==> config.mk <==
export PLATFORM = sky130hd
export DESIGN_NAME = gru_gate_mac
export DESIGN_NICKNAME = d
export VERILOG_FILES = /design/src/rtl/gru_gate_mac.sv
export SDC_FILE = /design/constraint.sdc
export NUM_CORES = 1
export LEC_CHECK = 0
export ABC_AREA = 1
export CORE_MARGIN = 2
export CORE_UTILIZATION = 35
export DETAILED_ROUTE_END_ITERATION = 6
export GPL_TIMING_DRIVEN = 1
export SLEW_MARGIN = 10
export SYNTH_ARGS = -nofsm -noshare
export SYNTH_HDL_FRONTEND = slang
export SYNTH_SLANG_ARGS = --single-unit
==> constraint.sdc <==
create_clock -name clk -period 6.6 [get_ports clk]
set_clock_uncertainty 0.15 [all_clocks]
set_input_delay 1.32 -clock clk [delete_from_list [all_inputs] [get_ports clk]]
set_output_delay 1.32 -clock clk [all_outputs]
set_load 0.01 [all_outputs]
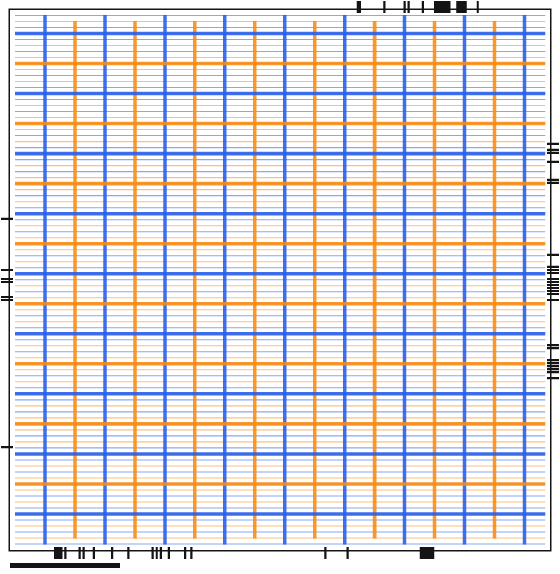
*Power grid*
Bar = 50 µm. Pins as bars on the die edge.
[orange] VDD
[blue] VSS
met5 straps: 17
met1 rails: 89
height of the die: 245 µm
Chip Width: 245 µm

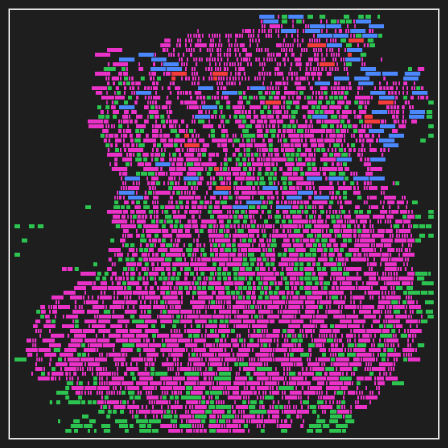
*Placed cells, one color a class*
[green] other buffers and delay cells | cells: 698 | share of their area: 21%
[red] clock drivers and dummy loads | cells: 16 | share of their area: 1.0%
[magenta] combinational and other logic | cells: 2823 | share of their area: 72%
[blue] flops | cells: 69 | share of their area: 5.6%
Seq area share: 5.46%
final core utilization: 55.0%
Final Instance Area: 0.0316 mm²
row count: 88

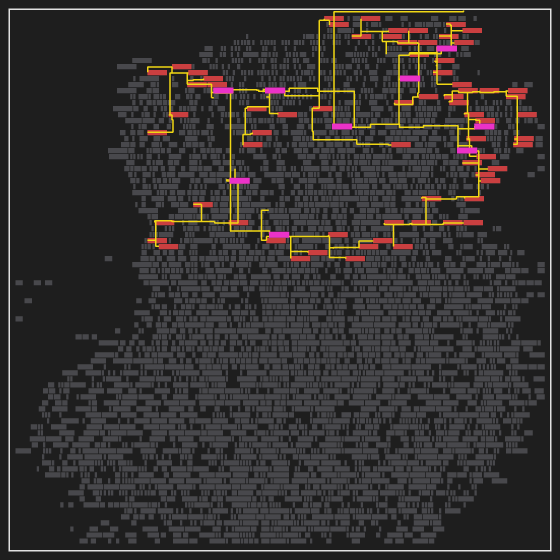
*Clock network drawn from the DEF*
[red] flip-flops | count: 69
[yellow] clock wires | length: 1320 µm
[magenta] clock drivers | count: 9
routed clock nets: 10
Latency at later pin: 0.37 ns

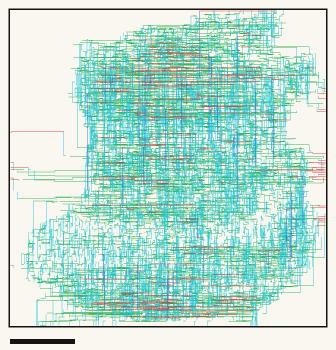
*Metal layers overlaid*
Bar = 50 µm.
[green] metal 1 | wire length: 32.7 mm
[red] metal 3 | wire length: 3880 µm
[cyan] metal 2 | wire length: 33.1 mm
[blue] metal 4 | wire length: 1290 µm
post-DR wirelength/cell: 16.2 µm
final WL: 71000 µm
vias: 21300

==> out/results.txt <==
Area leader share = 29.5%
Signal buffers share of area = 20.2%
YS chip area = 0.0203 mm²
Status = complete, but fails checks
Non-filler instance count after layout = 4371
Final setup viols = 31
Logic area = 0.0195 mm²
Number of CTS-inserted buffers = 9
Met3 wire len = 3880 µm
Antenna fix cells = 0
Violated checks = setup timing
Clock buffers = 10
Post-route setup slack = -1.50 ns
Root buffer cell = clkbuf_16
DP Area = 0.0261 mm²
Final ANT Viol Nets = 0
Gpl congestion = 0.976
Number of cells on the worst hold path = 2
Yosys Warn Count = 0
Metal2 WL = 33100 µm
Mapped Nets = 3491
Tcrit/Tclk final = 123%
HPWL after DPL = 54000 µm
Crit path DAT = 8.19 ns
Vias per Instance = 4.86
Busiest grt layer = met2
Met1 WL = 32700 µm
FILL cells = 5148
Crit path time final = 8.10 ns
Max clock buf depth = 2
Nets = 4109
CP endpoint kind = flip-flop
MUX area fraction = 0%
Max incr delay on CP = 0.56 ns
Placed insts = 4173
Clock sink count = 69
Post-synth EDFFs = 0
#FFs+latches synth = 69
Biggest Area Class = multi-input combinational cells
Logic share of the area = 61.8%
Grt ovf = 0
Core area = 0.0575 mm²
Met1 usage = 33.5%
H-tree depth = 3
First-pass GRT wire length = 111000 µm
GR Util met3 = 2.82%
Syn_area_per_cell = 6.79 µm²
RSZ-0062 raised after global routing = yes
TAP cells = 765
Synth area leader = fa_1
Critical path class = input pin to flip-flop
Largest net degree at the start of global routing = 59
I/O pins = 77
Adder share = 39.0%
Fmax = 124 MHz
CP delay by family, top = adder cells
Commonest flop = dfrtp_1
Initial antenna violation count = 0
Layout cells sized above 1 = 39.1%
Yosys cell types = 46
Tightest hold margin = 0.328 ns
Inverters = 707
Total GRT Usage = 23.4%
